`src/rtl/core_pkg.sv`:
```
// core_pkg: shared definitions for the pipeline hazard/forwarding controller.
//
// Contents:
//   RD_W          register index width carried in a shadow pipeline entry
//   SEL_REG       operand select: register file value
//   SEL_WB        operand select: WB-stage value
//   SEL_ALU       operand select: EX/MEM ALU value
//   stage_info_t  one shadow pipeline entry {valid, rd, regwrite, memread}
//   is_producer   true when an entry can forward a result
package core_pkg;

    localparam int RD_W = 5;

    localparam logic [1:0] SEL_REG = 2'b00;
    localparam logic [1:0] SEL_WB  = 2'b01;
    localparam logic [1:0] SEL_ALU = 2'b10;

    typedef struct packed {
        logic            valid;
        logic [RD_W-1:0] rd;
        logic            regwrite;
        logic            memread;
    } stage_info_t;

    // x0 is hardwired to zero, so a write to it never produces a usable value.
    function automatic logic is_producer(stage_info_t e);
        return e.valid & e.regwrite & (e.rd != '0);
    endfunction

endpackage

```
`src/rtl/fwd_src_match.sv`:
```
// fwd_src_match: combinational forwarding/hazard match for one source operand.
//
// Ports:
//   src       in  REG_W  source register index of the ID instruction
//   use_src   in  1      the ID instruction actually reads src
//   ex_info   in  entry  shadow entry for the instruction now in EX
//   mem_info  in  entry  shadow entry for the instruction now in MEM
//   sel       out 2      operand select (SEL_REG / SEL_WB / SEL_ALU)
//   load_hit  out 1      src depends on a load currently in EX
module fwd_src_match
    import core_pkg::*;
#(
    parameter int REG_W = 5
) (
    input  logic [REG_W-1:0] src,
    input  logic             use_src,
    input  stage_info_t      ex_info,
    input  stage_info_t      mem_info,
    output logic [1:0]       sel,
    output logic             load_hit
);

    logic live_src;

    // A source that is not read, or is x0, never needs a bypass.
    assign live_src = use_src & (src != '0);

    always_comb begin
        sel = SEL_REG;
        // EX is younger than MEM, so checking it first gives it priority.
        if (live_src && is_producer(ex_info) && (src == ex_info.rd)) begin
            sel = SEL_ALU;
        end else if (live_src && is_producer(mem_info) && (src == mem_info.rd)) begin
            sel = SEL_WB;
        end
    end

    // Load data is not available until the end of MEM, so a consumer directly
    // behind a load cannot be served by the EX/MEM bypass.
    assign load_hit = use_src & ex_info.valid & ex_info.memread &
                      (ex_info.rd != '0) & (src == ex_info.rd);

endmodule

```
`src/rtl/hazard_fwd_unit.sv`:
```
// hazard_fwd_unit: hazard and forwarding controller for a 5-stage RV32 core.
//
// Ports:
//   clk, reset                 clock; synchronous active-high reset
//   id_valid                   ID stage holds a real instruction
//   id_rs1, id_rs2             source indices of the ID instruction
//   id_use_rs1, id_use_rs2     the ID instruction reads that source
//   id_rd, id_regwrite         destination and write-enable of the ID instruction
//   id_memread                 the ID instruction is a load
//   flush                      taken branch/jump resolved in EX; kills ID
//   SEL_A, SEL_B               registered operand selects for the EX instruction
//   stall                      combinational: hold PC and IF/ID this cycle
//   fwd_count                  saturating count of EX cycles with a bypass
//   stall_count                saturating count of load-use stall cycles
//
// The block mirrors the pipeline with three shadow entries (ex, mem, wb) that
// advance every cycle. Selects are computed from the ID inputs against the ex
// and mem entries and registered so they line up with the consumer's EX cycle.
// The wb entry never forwards: the register file writes before it reads.
module hazard_fwd_unit
    import core_pkg::*;
#(
    parameter int REG_W = 5,
    parameter int CNT_W = 16
) (
    input  logic             clk,
    input  logic             reset,
    input  logic             id_valid,
    input  logic [REG_W-1:0] id_rs1,
    input  logic [REG_W-1:0] id_rs2,
    input  logic             id_use_rs1,
    input  logic             id_use_rs2,
    input  logic [REG_W-1:0] id_rd,
    input  logic             id_regwrite,
    input  logic             id_memread,
    input  logic             flush,
    output logic [1:0]       SEL_A,
    output logic [1:0]       SEL_B,
    output logic             stall,
    output logic [CNT_W-1:0] fwd_count,
    output logic [CNT_W-1:0] stall_count
);

    generate
        if (REG_W != RD_W) begin : g_bad_reg_w
            $error("hazard_fwd_unit: REG_W must equal core_pkg::RD_W");
        end
    endgenerate

    stage_info_t ex_q;
    stage_info_t mem_q;
    stage_info_t wb_q;
    stage_info_t ex_d;

    logic [1:0] sel_a_raw;
    logic [1:0] sel_b_raw;
    logic       hit_a;
    logic       hit_b;
    logic       kill_id;
    logic [1:0] sel_a_d;
    logic [1:0] sel_b_d;

    fwd_src_match #(.REG_W(REG_W)) u_match_rs1 (
        .src      (id_rs1),
        .use_src  (id_use_rs1),
        .ex_info  (ex_q),
        .mem_info (mem_q),
        .sel      (sel_a_raw),
        .load_hit (hit_a)
    );

    fwd_src_match #(.REG_W(REG_W)) u_match_rs2 (
        .src      (id_rs2),
        .use_src  (id_use_rs2),
        .ex_info  (ex_q),
        .mem_info (mem_q),
        .sel      (sel_b_raw),
        .load_hit (hit_b)
    );

    // Flush takes precedence: a killed instruction cannot cause a stall.
    assign stall   = id_valid & ~flush & (hit_a | hit_b);
    assign kill_id = flush | stall;

    always_comb begin
        ex_d    = '0;
        sel_a_d = SEL_REG;
        sel_b_d = SEL_REG;
        if (!kill_id && id_valid) begin
            // rd is captured even without regwrite; is_producer gates it later.
            ex_d.valid    = 1'b1;
            ex_d.rd       = id_rd;
            ex_d.regwrite = id_regwrite;
            ex_d.memread  = id_memread;
            sel_a_d       = sel_a_raw;
            sel_b_d       = sel_b_raw;
        end
    end

    always_ff @(posedge clk) begin
        if (reset) begin
            ex_q  <= '0;
            mem_q <= '0;
            wb_q  <= '0;
            SEL_A <= SEL_REG;
            SEL_B <= SEL_REG;
        end else begin
            ex_q  <= ex_d;
            mem_q <= ex_q;
            wb_q  <= mem_q;
            SEL_A <= sel_a_d;
            SEL_B <= sel_b_d;
        end
    end

    // Counters sample the selects currently presented to EX and the live stall.
    always_ff @(posedge clk) begin
        if (reset) begin
            fwd_count   <= '0;
            stall_count <= '0;
        end else begin
            if (((SEL_A != SEL_REG) || (SEL_B != SEL_REG)) && (fwd_count != '1)) begin
                fwd_count <= fwd_count + 1'b1;
            end
            if (stall && (stall_count != '1)) begin
                stall_count <= stall_count + 1'b1;
            end
        end
    end

endmodule
```
`config.mk`:
```
export PLATFORM = sky130hd
export DESIGN_NAME = hazard_fwd_unit
export DESIGN_NICKNAME = d
export VERILOG_FILES = /design/src/rtl/core_pkg.sv /design/src/rtl/fwd_src_match.sv /design/src/rtl/hazard_fwd_unit.sv
export SDC_FILE = /design/constraint.sdc
export NUM_CORES = 1
export LEC_CHECK = 0
export ABC_CLOCK_PERIOD_IN_PS = 2900
export CORE_MARGIN = 2
export CORE_UTILIZATION = 35
export CTS_CLUSTER_SIZE = 40
export DETAILED_ROUTE_END_ITERATION = 16
export SKIP_CTS_REPAIR_TIMING = 1
export SLEW_MARGIN = 25
export SYNTH_ARGS = -nofsm -noshare
export SYNTH_HDL_FRONTEND = slang
export SYNTH_SLANG_ARGS = --single-unit
```
`constraint.sdc`:
```
create_clock -name clk -period 2.9 [get_ports clk]
set_input_delay 0.29 -clock clk [delete_from_list [all_inputs] [get_ports clk]]
set_output_delay 0.29 -clock clk [all_outputs]
set_load 0.03 [all_outputs]
```
==> flow_summary_export.csv, run 1 <==
group,metric,value,unit
global_routing,grt_use_met1,18.03,%
sta,min_period_over_period,85.19,%
routing,wirelength,5400,µm
power,p_seq_share,58.2,%
placed_design,place_hpwl,4102,µm
power,switchingPower,272.2,µW
power,internal_power,946.4,µW
power,vdd_drop_max,0.0001722,V
setup_path,critPathTopFamily,"simple AND/OR/NAND/NOR gates",
min_path,hold_path.class,"reg2reg",
global_routing,grt_max_degree,45,
finish,nNetsFinal,362,
logic_synthesis,syn_nets,300,
floorplanning,chipWidth,87.11,µm
setup_path,arrival,2.18,ns
run,drv_cap,0,
finish,logic_area,0.001343,mm²
finish,fin_cells,418,
floorplanning,die_h,87.11,µm
logic_synthesis,ys_types,43,
routing,via_per_inst,5.060,
cts,cts-buffers-inserted,5,
setup_path,start_kind,"primary input",
setup_path,cp_common_cell,"nor2_1",
logic_synthesis,syn_area,0.002417,mm²
power,powerDensity,381.4,mW/mm²
sta,setup_tns,0,ns
sta,timing.fmax,404.8,MHz
setup_path,crit_fanout,15,
logic_synthesis,avgSynthCellArea,8.790,µm²
finish,layout-drive-gt1-share,6.509,%
global_routing,grt_busiest_layer,"met2",
routing,vias,2115,
sta,drv_slew,0,
sta,hold_viol,0,
floorplanning,ioPinCount,60,
setup_path,end_kind,"primary output",
logic_synthesis,synth_seq_share,42.24,%
status,status,"complete, no violations",
global_routing,grt_use_met2,24.77,%
global_routing,grt.total_usage,14.55,%
cts,root_buffer,"clkbuf_8",
sta,max_slew_margin,45.60,%
floorplanning,fp_util,35.78,%
-- run 1: synth_stat cells, types with 4 or more instances --
master | count | share of area [%]
a21oi_1 | 9 | 1.9
and2_1 | 7 | 1.8
clkbuf_1 | 4 | 0.62
dfxtp_1 | 51 | 42
inv_1 | 7 | 1.1
mux2_2 | 5 | 2.3
nand2_1 | 14 | 2.2
nand3_1 | 14 | 2.9
nand4_1 | 8 | 2.1
nor2_1 | 35 | 5.4
nor2b_1 | 12 | 3.1
nor3_1 | 8 | 1.7
nor4_1 | 6 | 1.6
o21ai_0 | 10 | 2.1
o31ai_1 | 4 | 1.2
or3_1 | 7 | 1.8
or4_1 | 8 | 2.5
xnor2_1 | 14 | 5.1
xor2_1 | 18 | 6.5
-- run 1: cell type report --
class | instances | share of cell area [%]
clock buffers | 7 | 2.702
repair buffers | 62 | 19.11
well taps | 80 | 3.132
inverters | 7 | 0.8222
multi-input cells | 210 | 42.01
clock inverters | 1 | 0.2741
flip-flops and latches | 51 | 31.95
-- run 1: kinds of logic (layout without fill, tap and decap cells) --
logic type	count (synthesis)	in the layout	synth area share, %
flops	51	51	42.24
buf+inv	14	77	2.226
compound gates	34	34	9.421
xor+xnor	32	32	11.59
simple gates	134	134	29.92
fa+ha+maj	2	2	1.035
mux	8	8	3.571
-- run 1: state kept, by name, indices dropped and copies added (netlist names) --
signal and cells:
mem_q 7, SEL_A 2, stall_count 16, ex_q 8
fwd_count 16, SEL_B 2
-- run 1: per-stage QoR --
step / hold WS (ns) / setup slack, ns / cell area, µm²
floorplan: 0.4117 / 0.6763 / 2417
global placement: 0.4564 / 0.2548 / 3100
detailed placement: 0.4720 / 0.2225 / 3100
CTS: 0.4849 / 0.4272 / 3196
global route: 0.5087 / 0.2572 / 3196
finish: 0.4822 / 0.4296 / 3196
-- run 1: layout by cell type (no fill, tap or decap), types with 4 or more instances in the layout --
cell type,n
o21ai_0,10
or4_1,8
nor3_1,8
a21oi_1,9
xor2_1,18
inv_1,7
nand4_1,8
nor2b_1,12
nor2_1,35
or3_1,7
dfxtp_1,51
buf_4,4
nand3_1,14
nand2_1,14
clkbuf_8,6
o31ai_1,4
clkdlybuf4s50_1,58
nor4_1,6
mux2_2,5
xnor2_1,14
and2_1,7
-- run 1: power by group through the flow --
stage          sequential [µW]  clock, µW  combinational (µW)
2_1_floorplan              725          0                39.7
3_3_place_gp               726          0                82.9
3_5_place_dp               726          0                83.2
4_1_cts                    710        442                83.3
5_1_grt                    711        471                90.4
6_report                   710        426                82.7
-- run 1: path summary, 6_finish.rpt --
check | startpoint | endpoint | slack, ns | cells after the start
worst min register to register | ex_q[1] | mem_q[1] | 0.48 | 1
worst max register to register | ex_q[2] | stall_count[13] | 0.61 | 6
worst max-delay path | id_rs2[0] | stall | 0.43 | 7
worst min-delay path | ex_q[1] | mem_q[1] | 0.48 | 1
-- run 1: layer usage --
metal	vias up	wire, µm
li1	1099	-
met1	967	2528
met2	45	2603
met3	4	210
met4	0	58
met5	-	0
### Clock network drawn from the DEF, run 1

Bar = 20 µm.
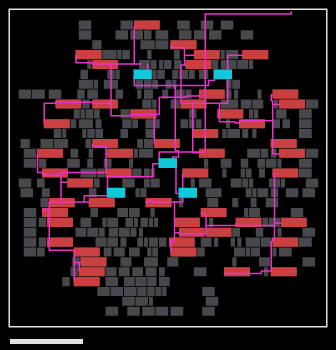
[cyan] clock drivers | count: 5
[red] flip-flops | count: 51
[magenta] clock wires | length: 610 µm
routed clock nets: 6
P_clk: 426 µW
Latency at later pin: 0.30 ns
Clk network pwr share: 35.0%

### Clock wiring as the flow saved it, run 1

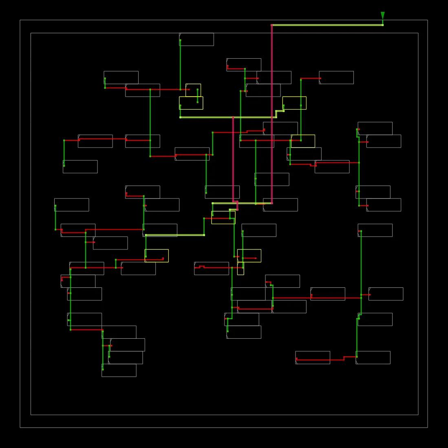
seq_cells: 51
CTS sink count: 51
clock buffers: 7
Layout Skew: 0.002967 ns

### Where the registers sit, run 1

Bar = 20 µm.
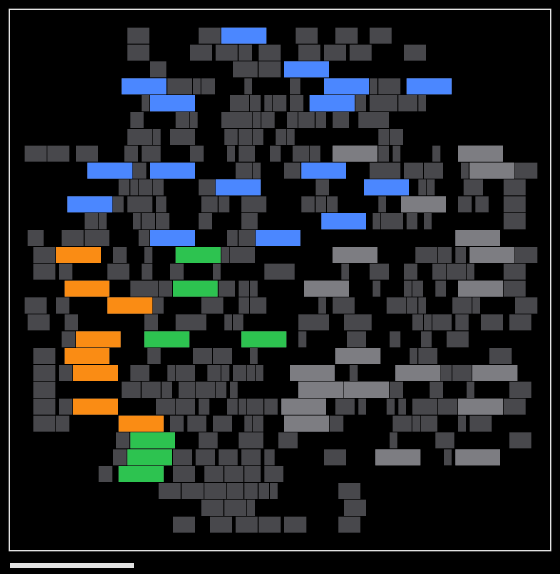
[blue] stall_count | placed flops: 16
[green] mem_q | placed flops: 7
[orange] ex_q | placed flops: 8
sequential share of cell area: 31.95%
Reg area: 0.001021 mm²

==> run 2: changes to the inputs <==
--- a/config.mk
+++ b/config.mk
@@ -13,3 +13,2 @@
 export SKIP_CTS_REPAIR_TIMING = 1
-export SLEW_MARGIN = 25
 export SYNTH_ARGS = -nofsm -noshare
==> constraint.sdc (replaced) <==
create_clock -name clk -period 2.9 [get_ports clk]
set_input_delay 0.435 -clock clk [delete_from_list [all_inputs] [get_ports clk]]
set_output_delay 0.435 -clock clk [all_outputs]
set_load 0.03 [all_outputs]
### Clock wiring as the flow saved it, run 2

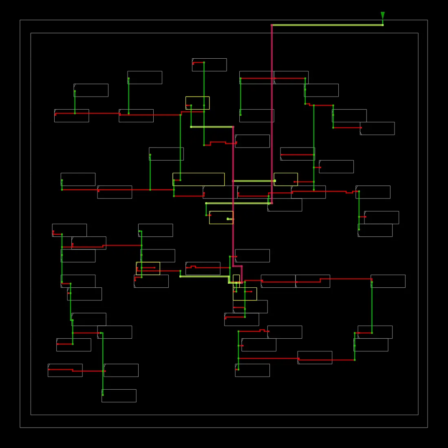
P_clk: 478 µW
clock buffers: 6
Layout Skew: 0.008087 ns
total CTS buffers: 5

==> flow_summary_export.csv, run 2 <==
group,metric,value,unit
status,status,"complete, no violations",
logic_synthesis,synth_seq_share,42.24,%
power,powerDensity,395.2,mW/mm²
logic_synthesis,top_cell,"dfxtp_1",
setup_path,worstRegToRegCells,6,
finish,final_cell_mix,"58 x clkdlybuf4s50_1, 51 x dfxtp_1, 35 x nor2_1, 18 x xor2_1",
finish,seq_area,0.001021,mm²
setup_path,cp_common_cell,"nor2_1",
cts,clk_latency,0.30,ns
floorplanning,die_h,87.11,µm
logic_synthesis,syn_nets,300,
placed_design,placed_area,0.003115,mm²
min_path,min_path_cells,1,
routing,vias,2153,
sta,hold_viol,0,
logic_synthesis,top_area_share,42.24,%
sta,timing.fmax,368.1,MHz
sta,drv_slew,0,
setup_path,arrival,2.28,ns
setup_path,regToRegSetupSlack,0.60,ns
logic_synthesis,avgSynthCellArea,8.790,µm²
power,vdd_drop_max,0.0001949,V
finish,logic_area,0.001343,mm²
floorplanning,fp_util,35.78,%
routing,via_per_inst,5.138,
finish,layout-drive-gt1-share,6.785,%
placed_design,place_hpwl,4163,µm
setup_path,start_kind,"primary input",
run,drv_cap,0,
sta,max_slew_margin,48.74,%
logic_synthesis,top_area_cell,"dfxtp_1",
finish,fin_cells,419,
routing,wirelength,5465,µm
sta,setup_tns,0,ns
global_routing,grt.total_usage,14.82,%
setup_path,crit_fanout,14,
min_path,hold_path.class,"reg2reg",
### Clock network drawn from the DEF, run 2

Bar = 20 µm.
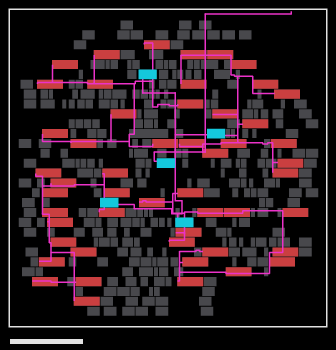
[cyan] clock drivers | count: 5
[magenta] clock wires | length: 641 µm
[red] flip-flops | count: 51
flops lie: spread over the die
Clk network pwr share: 37.6%

run 2: per-layer routing:
metal	global-route usage (%)	part of all wire, %
met5	0	0
met3	3.223	3.8
met2	24.29	47
met4	4.755	1.3
met1	19.44	48
run 2: area by class of cell:
type | count | area share [%]
Clock inverter | 1 | 0.9331
Timing Repair Buffer | 64 | 19.44
Multi-Input combinational cell | 210 | 41.72
Inverter | 7 | 0.8165
Clock buffer | 6 | 2.255
Tap cell | 80 | 3.110
Sequential cell | 51 | 31.73
run 2: cell families (layout without fill, tap and decap cells):
group	after synthesis	in the layout	share of synthesized area [%]
adders and majority gates	2	2	1.035
and+or+nand+nor	134	134	29.92
DFF	51	51	42.24
buffers and inverters	14	78	2.226
muxes	8	8	3.571
xor gates and xnor gates	32	32	11.59
AOI/OAI and AO/OA	34	34	9.421
run 2: critical path, delay by kind of cell:
family	cells	cell delay (ns)
simple gates	3	0.67
compound gates	1	0.37
xor+xnor	1	0.16
buf+inv	2	0.64
run 2: final timing paths:
| kind | start | end |
|---|---|---|
| setup / recovery | id_rs2[2] | stall |
| hold / removal | ex_q[1] | mem_q[1] |
| setup reg to reg | ex_q[2] | stall_count[14] |
| hold reg to reg | ex_q[1] | mem_q[1] |
run 2: where the power goes:
part           internal (µW)  switching (µW)  total, µW
Combinational           47.3            37.1       84.4
Clock                    253             225        478
Sequential               705            5.19        710
run 2: stage by stage:
stage	worst slack (ns)	hold WS [ns]	utilization, %	power, µW
global placement	0.07534	0.4541	46.11	810.8
finish	0.1836	0.4778	47.63	1272
floorplan	0.6239	0.4390	-	764.4
CTS	0.1404	0.4796	47.63	1286
global route	0.05608	0.4915	47.63	1314
detailed placement	0.01975	0.4672	46.11	811.5
No activity file was given, so power comes from the tool's default toggle rates.
